<file path="src/rtl/scan_sel_generator.sv">
// Scan select generator: prescaled up/down 3-bit select counter with wrap at LAST.
// Optional decoder blanking in the last prescale cycle of each step is enabled by `define SCAN_BLANK_EN.
module scan_sel_generator #(
    parameter int unsigned PRESCALE = 4
) (
    input  logic       clk_i,
    input  logic       rst_ni,
    input  logic       en_i,
    input  logic       dir_i,
    input  logic       load_i,
    input  logic [2:0] load_val_i,
    input  logic [2:0] last_i,
    output logic [2:0] sel_o,
    output logic       tick_o,
    output logic       wrap_o,
    output logic       blank_o
);

    localparam int unsigned   PW       = (PRESCALE > 1) ? $clog2(PRESCALE) : 1;
    localparam logic [PW-1:0] PCNT_MAX = PW'(PRESCALE - 1);

`ifdef SCAN_BLANK_EN
    typedef enum logic [1:0] {ST_IDLE, ST_RUN, ST_BLANK} state_t;
`else
    typedef enum logic {ST_IDLE, ST_RUN} state_t;
`endif

    state_t        state_q, state_d, run_state;
    logic [PW-1:0] pcnt_q, pcnt_d;
    logic [2:0]    sel_q, sel_d;
    logic          tick_q, tick_d;
    logic          wrap_q, wrap_d;
    logic          step;

    always_ff @(posedge clk_i or negedge rst_ni) begin
        if (!rst_ni) begin
            state_q <= ST_IDLE;
            pcnt_q  <= '0;
            sel_q   <= 3'd0;
            tick_q  <= 1'b0;
            wrap_q  <= 1'b0;
        end else begin
            state_q <= state_d;
            pcnt_q  <= pcnt_d;
            sel_q   <= sel_d;
            tick_q  <= tick_d;
            wrap_q  <= wrap_d;
        end
    end

    // Prescaler and select stepping; LOAD overrides everything else.
    always_comb begin
        pcnt_d = pcnt_q;
        sel_d  = sel_q;
        tick_d = 1'b0;
        wrap_d = 1'b0;
        step   = 1'b0;
        if (load_i) begin
            sel_d  = load_val_i;
            pcnt_d = '0;
        end else if (en_i) begin
            if (pcnt_q == PCNT_MAX) begin
                pcnt_d = '0;
                step   = 1'b1;
            end else begin
                pcnt_d = pcnt_q + 1'b1;
            end
        end
        if (step) begin
            tick_d = 1'b1;
            if (!dir_i) begin
                if (sel_q >= last_i) begin
                    sel_d  = 3'd0;
                    wrap_d = 1'b1;
                end else begin
                    sel_d = sel_q + 3'd1;
                end
            end else begin
                // An out-of-range select snaps back to LAST when counting down.
                if (sel_q == 3'd0 || sel_q > last_i) begin
                    sel_d  = last_i;
                    wrap_d = 1'b1;
                end else begin
                    sel_d = sel_q - 3'd1;
                end
            end
        end
    end

`ifdef SCAN_BLANK_EN
    logic blank_cycle;
    assign blank_cycle = (PRESCALE > 1) && en_i && !load_i && (pcnt_d == PCNT_MAX);
    assign run_state   = blank_cycle ? ST_BLANK : ST_RUN;
    assign blank_o     = (state_q == ST_BLANK);
`else
    assign run_state   = ST_RUN;
    assign blank_o     = 1'b0;
`endif

    always_comb begin
        state_d = state_q;
        case (state_q)
            ST_IDLE: if (en_i) state_d = run_state;
            default: state_d = en_i ? run_state : ST_IDLE;
        endcase
    end

    assign sel_o  = sel_q;
    assign tick_o = tick_q;
    assign wrap_o = wrap_q;

endmodule
</file>
<file path="config.mk">
export PLATFORM = sky130hd
export DESIGN_NAME = scan_sel_generator
export DESIGN_NICKNAME = d
export VERILOG_FILES = /design/src/rtl/scan_sel_generator.sv
export SDC_FILE = /design/constraint.sdc
export NUM_CORES = 1
export LEC_CHECK = 0
export CAP_MARGIN = 5
export CORE_MARGIN = 2
export CORE_UTILIZATION = 40
export CTS_CLUSTER_SIZE = 28
export DETAILED_ROUTE_END_ITERATION = 12
export GPL_TIMING_DRIVEN = 0
export PLACE_DENSITY = 0.69
export SETUP_SLACK_MARGIN = 0.5
export SKIP_CTS_REPAIR_TIMING = 1
export SYNTH_ARGS = -nofsm -noshare
export SYNTH_HDL_FRONTEND = slang
export SYNTH_SLANG_ARGS = --single-unit
</file>
<file path="constraint.sdc">
create_clock -name clk_i -period 3.65 [get_ports clk_i]
set_input_delay 0.365 -clock clk_i [delete_from_list [all_inputs] [get_ports clk_i]]
set_output_delay 0.365 -clock clk_i [all_outputs]
set_load 0.05 [all_outputs]
</file>
Fig. 1: cell density map
The bar under the picture is 10 microns long. 8 x 8 tiles, from dark purple (low) to yellow (high), 0 to 100% covered.
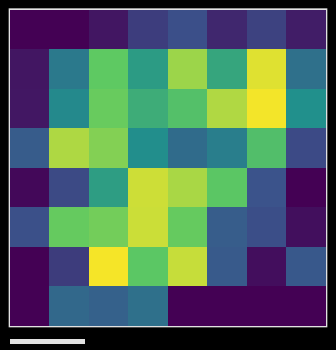
densest ninth of the die: center
tiles over 75% full: 23%
fullest tile: 99%
emptiest ninth of the die: lower right
nearly empty tiles: 14%

Fig. 2: wiring heat map
8 x 8 tiles, from dark purple (low) to yellow (high), scaled to the fullest tile. Values are wire area over tile area, all layers added.
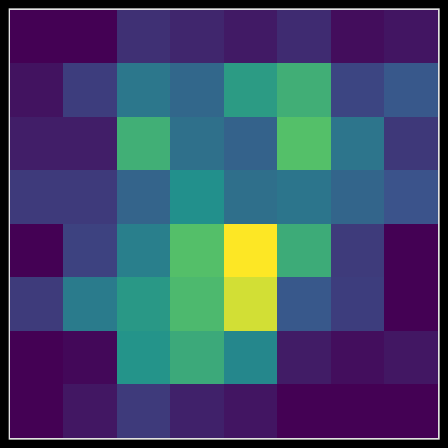
tiles over half the peak: 19%
nearly empty tiles: 16%
emptiest ninth of the die: lower right
number of vias after detailed routing: 530
routed len/inst: 11.76 microns

Fig. 3: clock wiring as the flow saved it
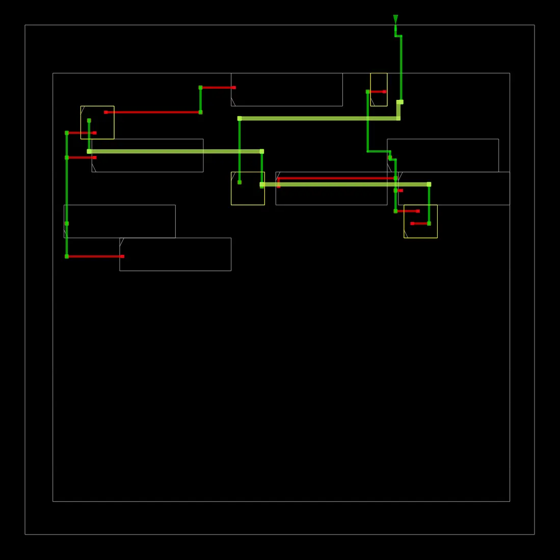
number of sequential cells: 7
count of clock buffers in the final design: 4
worst-case clock skew: 0.001089 ns

==> results_slide.txt <==
Implementation Results

Power and ir drop
  – Switching Share: 0.3529
  – Sequential cell fraction of total power: 0.338
  – Logic gate share of total power: 0.390
  – Worst voltage drop across the vdd grid: 199.0 uV
  – Leakage power figure: about 0.35 nW

Worst hold path
  – Path class of the lowest-slack min-delay path: in -> async

Floorplan
  – Floorplan-stage core utilization: 0.4343
  – Core outline area: roughly 0.0013 sq mm
  – Placement row count: 13
  – Y dimension of the die: 42.06 microns

Setup path
  – Startpoint-to-endpoint class of the critical path: in -> reg
  – Ordered cell list for the critical path: clkdlybuf4s50_1, inv_1, ha_1, nand3_2, a21boi_1, a211oi_1, a32o_1, a221o_1
  – Number of logic stages on the critical path including buffering: 8
  – Endpoint of the most critical register-to-register path: sel_o[0]
  – CP max-delay cell: clkdlybuf4s50_1
  – Critical path launch point type: input port
  – Critical Path Max Stage Delay: 0.50 ns
  – Critical path launch point: last_i[2]
  – Critical Path Fanout Max: 5

Logic synthesis
  – Simple-gate share of the synthesized area: 0.2160
  – Yosys warning total: 0
  – Adder-cell share of the synthesized area: 0.1512
  – Mux cell area share after synthesis: 0.05400
  – Register bit count reported by yosys: 7

Global route
  – Met2 global-route usage: 0.2406
  – Routing layer with the top usage in global route: met2
  – GRT Util Overall: 0.1523
  – Vias in the first global route: 474
  – Met1 global-route usage: 0.1845
  – Global-route wire length before repair: 2028 microns

Clock tree
  – Number of clock sinks: 7
  – Root buf cell: clkbuf_4
  – Largest buffer count on any clock path: 2

Cells and area
  – Reg area: 175.2 sq um
  – Diodes inserted: 0

Final timing
  – Final cycle utilization of the critical path: 0.5939
  – Min Tclk post-route: 2.168 ns
  – Max Clk Rate: roughly 460 MHz
  – Count of endpoints failing hold in the final timing report: 0

Placement
  – Dpl hpwl: 926.1 microns

Drt
  – Detailed-route vias per instance: 5.248
  – DRC: 0
  – DRT antenna net count: 0
  – Drt pass-1 iters: 4
  – Detailed-route wire length: ~1200 microns

Job
  – OpenROAD warnings: 28

Outcome
  – Outcome: finished, final reports clean
[worst reg2reg max path, cell delays in order, from the launching register on]
cell and delay (ns):
dfrtp_1 0.46, ha_1 0.36, nand3_2 0.14, a21boi_1 0.25
a211oi_1 0.10, a32o_1 0.23, a221o_1 0.32
[placed cells by master, fill, tap and decap left out, types with 2 or more instances in the layout]
cell	synthesis	layout
clkdlybuf4s50_1	0	13
nor2_1	8	8
a21oi_1	7	7
ha_1	7	7
dfrtp_1	7	7
nand2_1	6	6
inv_1	5	5
clkbuf_4	0	3
clkbuf_1	1	2
buf_4	2	2
nor3_1	2	2
nand2b_1	2	2
o21ai_0	2	2
a31oi_1	2	2
mux2i_1	2	2
[stage by stage]
step	power (mW)	util	setup WS (ns)	instances
3_3_place_gp	0.1911	0.5460	1.283	97
5_1_grt	0.2832	0.5657	1.413	101
6_report	0.2633	0.5657	1.482	101
4_1_cts	0.2656	0.5657	1.533	101
3_5_place_dp	0.1921	0.5460	1.267	97
2_1_floorplan	0.1624	-	1.513	69
[cell usage after synthesis (all sizes together)]
| library cell | number |
|---|---|
| a21oi | 8 |
| nor2 | 8 |
| dfrtp | 7 |
| ha | 7 |
| nand2 | 6 |
| inv | 5 |
| o21ai | 3 |
| a31oi | 2 |
| buf | 2 |
| mux2i | 2 |
| nand2b | 2 |
| nand3 | 2 |
| nor3 | 2 |
| a211oi | 1 |
| a21boi | 1 |
| a221o | 1 |
| a32o | 1 |
| and2 | 1 |
| and3 | 1 |
| clkbuf | 1 |
| conb | 1 |
| mux2 | 1 |
| nand3b | 1 |
| nor2b | 1 |
| or3b | 1 |
| xnor2 | 1 |
[flip-flops by register name, summed over array words and instances, names as in the netlist]
name and cells:
sel_o 3, pcnt_q 2, tick_o 1, wrap_o 1
[final cells by class]
type / instances / area share
Multi-Input combinational cell: 54 / 0.4859
Sequential cell: 7 / 0.2322
Timing Repair Buffer: 13 / 0.1725
Clock buffer: 4 / 0.03483
Buffer: 3 / 0.02488
Inverter: 5 / 0.02488
Tap cell: 15 / 0.02488
[worst min path at each step]
stage,start,to,cells past startpoint
floorplan,rst_ni,pcnt_q[0],0
global placement,pcnt_q[1],pcnt_q[1],2
detailed placement,pcnt_q[1],pcnt_q[1],2
CTS,rst_ni,pcnt_q[1],1
global route,rst_ni,pcnt_q[1],1
finish,rst_ni,pcnt_q[0],1
[power groups by stage]
| stage | logic (mW) | registers [mW] | clock network [mW] |
|---|---|---|---|
| 2_1_floorplan | 0.0615 | 0.101 | 0 |
| 3_3_place_gp | 0.101 | 0.0902 | 0 |
| 3_5_place_dp | 0.102 | 0.0903 | 0 |
| 4_1_cts | 0.102 | 0.0890 | 0.0744 |
| 5_1_grt | 0.113 | 0.0898 | 0.0800 |
| 6_report | 0.103 | 0.0889 | 0.0716 |
[cell families after synthesis]
| logic type | count (synthesis) |
|---|---|
| and+or+nand+nor | 25 |
| AOI/OAI and AO/OA | 17 |
| buffers and inverters | 8 |
| adders and majority gates | 7 |
| DFF | 7 |
| muxes | 3 |
| other | 1 |
| xor gates and xnor gates | 1 |
Power is estimated from default activity; no workload was simulated.
